## config.mk

```make
export PLATFORM = sky130hd
export DESIGN_NAME = cond_exec_stage
export DESIGN_NICKNAME = d
export VERILOG_FILES = /design/src/rtl/cond_exec_stage_pkg.sv /design/src/rtl/cond_exec_stage_cond_check.sv /design/src/rtl/cond_exec_stage.sv
export SDC_FILE = /design/constraint.sdc
export NUM_CORES = 1
export LEC_CHECK = 0
export CAP_MARGIN = 20
export CORE_MARGIN = 4
export CORE_UTILIZATION = 30
export CTS_CLUSTER_SIZE = 25
export DETAILED_ROUTE_END_ITERATION = 6
export PLACE_DENSITY = 0.62
export SYNTH_ARGS = -nofsm -noshare
export SYNTH_HDL_FRONTEND = slang
export SYNTH_SLANG_ARGS = --single-unit
export TNS_END_PERCENT = 100
```

## constraint.sdc

```tcl
create_clock -name clk -period 2.9 [get_ports clk]
set_clock_uncertainty 0.1 [all_clocks]
set_input_delay 0.435 -clock clk [delete_from_list [all_inputs] [get_ports clk]]
set_output_delay 0.435 -clock clk [all_outputs]
set_load 0.1 [all_outputs]
```

## src/rtl/cond_exec_stage_pkg.sv

```systemverilog
// Shared types for the conditional execute stage: condition codes,
// NZCV bit positions, reset flag value and the E-register bundle.
package cond_exec_stage_pkg;

   typedef enum logic [3:0] {
      EQ = 4'b0000,
      NE = 4'b0001,
      CS = 4'b0010,
      CC = 4'b0011,
      MI = 4'b0100,
      PL = 4'b0101,
      VS = 4'b0110,
      VC = 4'b0111,
      HI = 4'b1000,
      LS = 4'b1001,
      GE = 4'b1010,
      LT = 4'b1011,
      GT = 4'b1100,
      LE = 4'b1101,
      AL = 4'b1110,
      NV = 4'b1111
   } cond_e;

   localparam int N_BIT = 3;
   localparam int Z_BIT = 2;
   localparam int C_BIT = 1;
   localparam int V_BIT = 0;

   localparam logic [3:0] FLAG_RST_DEF = 4'b0000;

   typedef struct packed {
      logic       valid;
      logic       pcs;
      logic       reg_w;
      logic       mem_w;
      logic       memto_reg;
      logic       branch;
      logic [1:0] flag_w;
      logic [3:0] alu_ctrl;
      logic [3:0] cond;
   } e_reg_t;

endpackage

```

## src/rtl/cond_exec_stage_cond_check.sv

```systemverilog
// Combinational condition evaluator.
// Ports: cond (instr[31:28]), flags (NZCV) -> condEx.
module cond_check
   import cond_exec_stage_pkg::*;
(
   input  logic [3:0] cond,
   input  logic [3:0] flags,
   output logic       condEx
);

   logic  n, z, c, v;
   cond_e cc;

   assign n  = flags[N_BIT];
   assign z  = flags[Z_BIT];
   assign c  = flags[C_BIT];
   assign v  = flags[V_BIT];
   assign cc = cond_e'(cond);

   always_comb begin
      condEx = 1'b0;
      unique case (cc)
         EQ: condEx = z;
         NE: condEx = ~z;
         CS: condEx = c;
         CC: condEx = ~c;
         MI: condEx = n;
         PL: condEx = ~n;
         VS: condEx = v;
         VC: condEx = ~v;
         HI: condEx = c & ~z;
         LS: condEx = ~c | z;
         GE: condEx = (n == v);
         LT: condEx = (n != v);
         GT: condEx = ~z & (n == v);
         LE: condEx = z | (n != v);
         AL: condEx = 1'b1;
         NV: condEx = 1'b1;
      endcase
   end

endmodule

```

## src/rtl/cond_exec_stage.sv

```systemverilog
// Execute-stage pipeline register with condition gating and NZCV flags.
// Ports: clk/rst, stallE/flushE, D-stage controls in, aluFlags in,
// registered E controls, condition-gated controls and flags out.
module cond_exec_stage
   import cond_exec_stage_pkg::*;
#(
   parameter logic [3:0] FLAG_RST = FLAG_RST_DEF
) (
   input  logic       clk,
   input  logic       rst,
   input  logic       stallE,
   input  logic       flushE,
   input  logic       validD,
   input  logic       pcsD,
   input  logic       regWD,
   input  logic       memWD,
   input  logic       memtoRegD,
   input  logic       branchD,
   input  logic [1:0] flagWD,
   input  logic [3:0] aluControlD,
   input  logic [3:0] condD,
   input  logic [3:0] aluFlags,
   output logic [3:0] aluControlE,
   output logic       memtoRegE,
   output logic       validE,
   output logic       condExE,
   output logic       pcSrcE,
   output logic       regWriteE,
   output logic       memWriteE,
   output logic       branchTakenE,
   output logic [3:0] flags
);

   e_reg_t     e_q, e_d;
   logic [3:0] flags_q, flags_d;
   logic       cond_ok;

   cond_check u_cond_check (
      .cond   (e_q.cond),
      .flags  (flags_q),
      .condEx (cond_ok)
   );

   assign condExE      = e_q.valid & cond_ok;
   assign pcSrcE       = condExE & e_q.pcs;
   assign regWriteE    = condExE & e_q.reg_w;
   assign memWriteE    = condExE & e_q.mem_w;
   assign branchTakenE = condExE & e_q.branch;

   assign aluControlE  = e_q.alu_ctrl;
   assign memtoRegE    = e_q.memto_reg;
   assign validE       = e_q.valid;
   assign flags        = flags_q;

   // A taken PC write kills whatever is entering E this edge.
   always_comb begin
      e_d = e_q;
      if (flushE | pcSrcE) begin
         e_d = '0;
      end else if (!stallE) begin
         e_d.valid     = validD;
         e_d.pcs       = pcsD;
         e_d.reg_w     = regWD;
         e_d.mem_w     = memWD;
         e_d.memto_reg = memtoRegD;
         e_d.branch    = branchD;
         e_d.flag_w    = flagWD;
         e_d.alu_ctrl  = aluControlD;
         e_d.cond      = condD;
      end
   end

   always_ff @(posedge clk) begin
      if (rst) e_q <= '0;
      else     e_q <= e_d;
   end

   // The E instruction commits its flags even when it is flushing.
   always_comb begin
      flags_d = flags_q;
      if (!stallE && condExE) begin
         if (e_q.flag_w[1]) begin
            flags_d[N_BIT] = aluFlags[N_BIT];
            flags_d[Z_BIT] = aluFlags[Z_BIT];
         end
         if (e_q.flag_w[0]) begin
            flags_d[C_BIT] = aluFlags[C_BIT];
            flags_d[V_BIT] = aluFlags[V_BIT];
         end
      end
   end

   always_ff @(posedge clk) begin
      if (rst) flags_q <= FLAG_RST;
      else     flags_q <= flags_d;
   end

endmodule

```

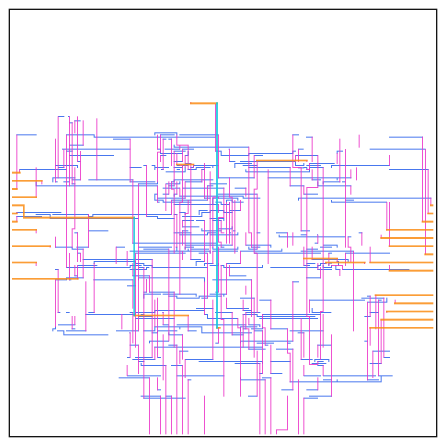
Fig. 1. Routed metal, one color a layer (run 1).
Scale: 6 px per um.
- blue: metal 1 (wire length 1240 um)
- orange: metal 3 (wire length 182 um)
- magenta: metal 2 (wire length 1330 um)
- cyan: metal 4 (wire length 53.7 um)
average wire per standard cell: 14.2 um
total vias in the final route: 1035

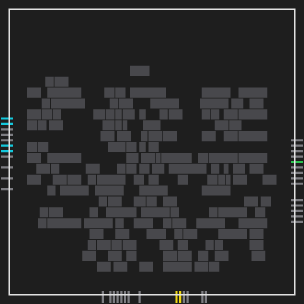
Fig. 2. Pin placement (run 1).
Scale: 4 px per um. Pins as bars across the die edge, other pins in gray.
- yellow: `flagWD` (pins 2; direction input; edge south)
- cyan: `flags` (pins 4; direction output; edge west)
- green: `branchTakenE` (pins 1; direction output; edge east)
- all pins by edge: 14 south, 14 east, 11 west
Port Buf Inserts: 38
Die Ht: 71.0 um
width of the die: 71.0 um

==> flow_metrics.env, run 1 <==
# yosys + openroad results
export IMPL_endpoint_of_the_most_critical_setup_path="pcSrcE"
export IMPL_worstPathArrival_ps=2230
export IMPL_cts_hold_fix_buffers=0
export IMPL_multiInputGateArea_um2=677
export IMPL_final_signal_buffer_count=41
export IMPL_first_pass_iters=4
export IMPL_critical_path_slowest_cell="sky130_fd_sc_hd__dfxtp_1"
export IMPL_worst_vdd_rail_ir_drop_mv=0.189
export IMPL_final_clkbuf_count=4
export IMPL_r2r_worst_path_cells=6
export IMPL_design_core_area_mm2=0.00374
export IMPL_syn_area_per_cell_um2=10.0
export IMPL_synth_top_cell_area_share_pct=33.6
export IMPL_syn_area_mm2=0.00119
export IMPL_ys_cells=119
export IMPL_yosys_top_cells_count="sky130_fd_sc_hd__mux2i_1, sky130_fd_sc_hd__dfxtp_1, sky130_fd_sc_hd__nor4_1"
export IMPL_fp_util_pct=31.8
export IMPL_run_status="complete, no violations"
export IMPL_setup_total_negative_slack_ps=0
export IMPL_family_with_the_most_delay_on_the_worst_path="AND-OR/OR-AND gates"
export IMPL_ys_seq_elements=20
export IMPL_ant_nets=0
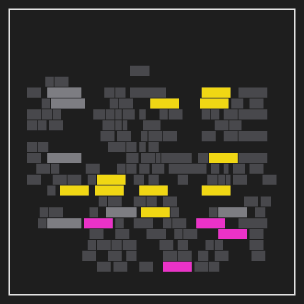
Fig. 3. Sequential cells grouped by signal name (run 1).
Scale: 4 px per um.
- yellow: `e_q` (placed flops 10)
- magenta: `aluControlE` (placed flops 4)
- not colored: 6
post-layout utilization of the core: 44.2%
Seq power: 0.286 mW
sequential share of cell area: 25.2%

## run 1: flip-flops by register name, summed over array words and instances (netlist names)
register / count
aluControlE: 4
flags: 4
memtoRegE: 1
validE: 1
e_q: 10
## run 1: per-layer routing
metal	GRT usage (%)	part of all wire, %
met3	2.98	6.5
met5	0	0
met4	5.64	1.9
met2	18.8	47
met1	14.7	44
## run 1: cells in the final DEF (no fill, tap or decap), types with 4 or more instances in the layout
master and count:
sky130_fd_sc_hd__dfxtp_1 15, sky130_fd_sc_hd__nand2b_1 10, sky130_fd_sc_hd__clkdlybuf4s50_1 23, sky130_fd_sc_hd__buf_4 13, sky130_fd_sc_hd__dfxtp_4 4, sky130_fd_sc_hd__nor4_1 15, sky130_fd_sc_hd__mux2i_1 21, sky130_fd_sc_hd__buf_12 5
==> run 2: changes to the inputs <==
- SKIP_LAST_GASP: default -> 1
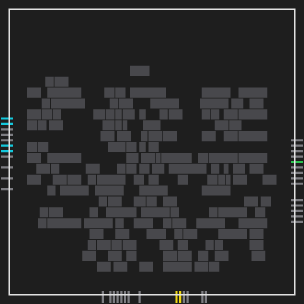
Fig. 4. Pin placement (run 2).
Scale: 4 px per um. Pins as bars across the die edge, other pins in gray.

==> flow_metrics.env, run 2 <==
# yosys + openroad results
export IMPL_run_status="complete, no violations"
export IMPL_gr_usage_met1_pct=14.7
export IMPL_design_core_area_mm2=0.00374
export IMPL_fp_dieW_um=71.0
export IMPL_via_count=1035
export IMPL_first_pass_iters=4
export IMPL_largest_register_ff_count=10
export IMPL_yosys_top_cells_count="sky130_fd_sc_hd__mux2i_1, sky130_fd_sc_hd__dfxtp_1, sky130_fd_sc_hd__nor4_1"
export IMPL_lay_top_cells="sky130_fd_sc_hd__clkdlybuf4s50_1, sky130_fd_sc_hd__mux2i_1, sky130_fd_sc_hd__nor4_1, sky130_fd_sc_hd__dfxtp_1, sky130_fd_sc_hd__buf_4"
export IMPL_setup_total_negative_slack_ps=0
export IMPL_worstPathArrival_ps=2230
export IMPL_port_buffer_count=38
export IMPL_worst_vdd_rail_ir_drop_mv=0.189
export IMPL_cts_hold_fix_buffers=0
export IMPL_r2r_worst_path_cells=6
export IMPL_final_signal_buffer_count=41
export IMPL_final_clkbuf_count=4
export IMPL_ant_nets=0
export IMPL_endpoint_of_the_most_critical_setup_path="pcSrcE"
export IMPL_fp_util_pct=31.8
export IMPL_grt_busiest_layer="met2"
export IMPL_multiInputGateArea_um2=677
export IMPL_grt_use_met3_pct=2.98
export IMPL_use_met2_pct=18.8
export IMPL_syn_area_mm2=0.00119
export IMPL_detail_route_wl_per_cell_um=14.2
export IMPL_synth_top_cell_area_share_pct=33.6
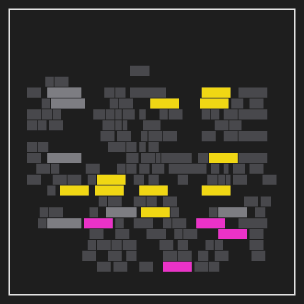
Fig. 5. Sequential cells grouped by signal name (run 2).
Scale: 4 px per um.
- magenta: `aluControlE` (placed flops 4)
- yellow: `e_q` (placed flops 10)
register cell area after layout: 417 um^2

[run 2: cell counts in the layout (fill, tap and decap cells not counted)]
No cell type changed its count.
[run 2: cells by family after synthesis]
kind of cell | Yosys count
AND-OR/OR-AND | 18
flip-flops | 20
multiplexers | 21
AND/OR/NAND/NOR | 40
XOR/XNOR | 3
buffers and inverters | 17
[run 2: where the power goes]
| part | total [mW] | internal [mW] | switching [mW] |
|---|---|---|---|
| registers | 0.286 | 0.278 | 0.00829 |
| clock network | 0.250 | 0.150 | 0.0998 |
| logic | 0.110 | 0.0543 | 0.0559 |
| total | 0.646 | 0.482 | 0.164 |
[run 2: routing by layer]
layer	vias to the layer above	part of all wire [%]	wire length [um]
met3	4	6.5	182
met5	-	0	0
met1	482	44	1240
met4	0	1.9	53
met2	35	47	1330
li1	514	-	-
No activity file was given, so power comes from the tool's default toggle rates.
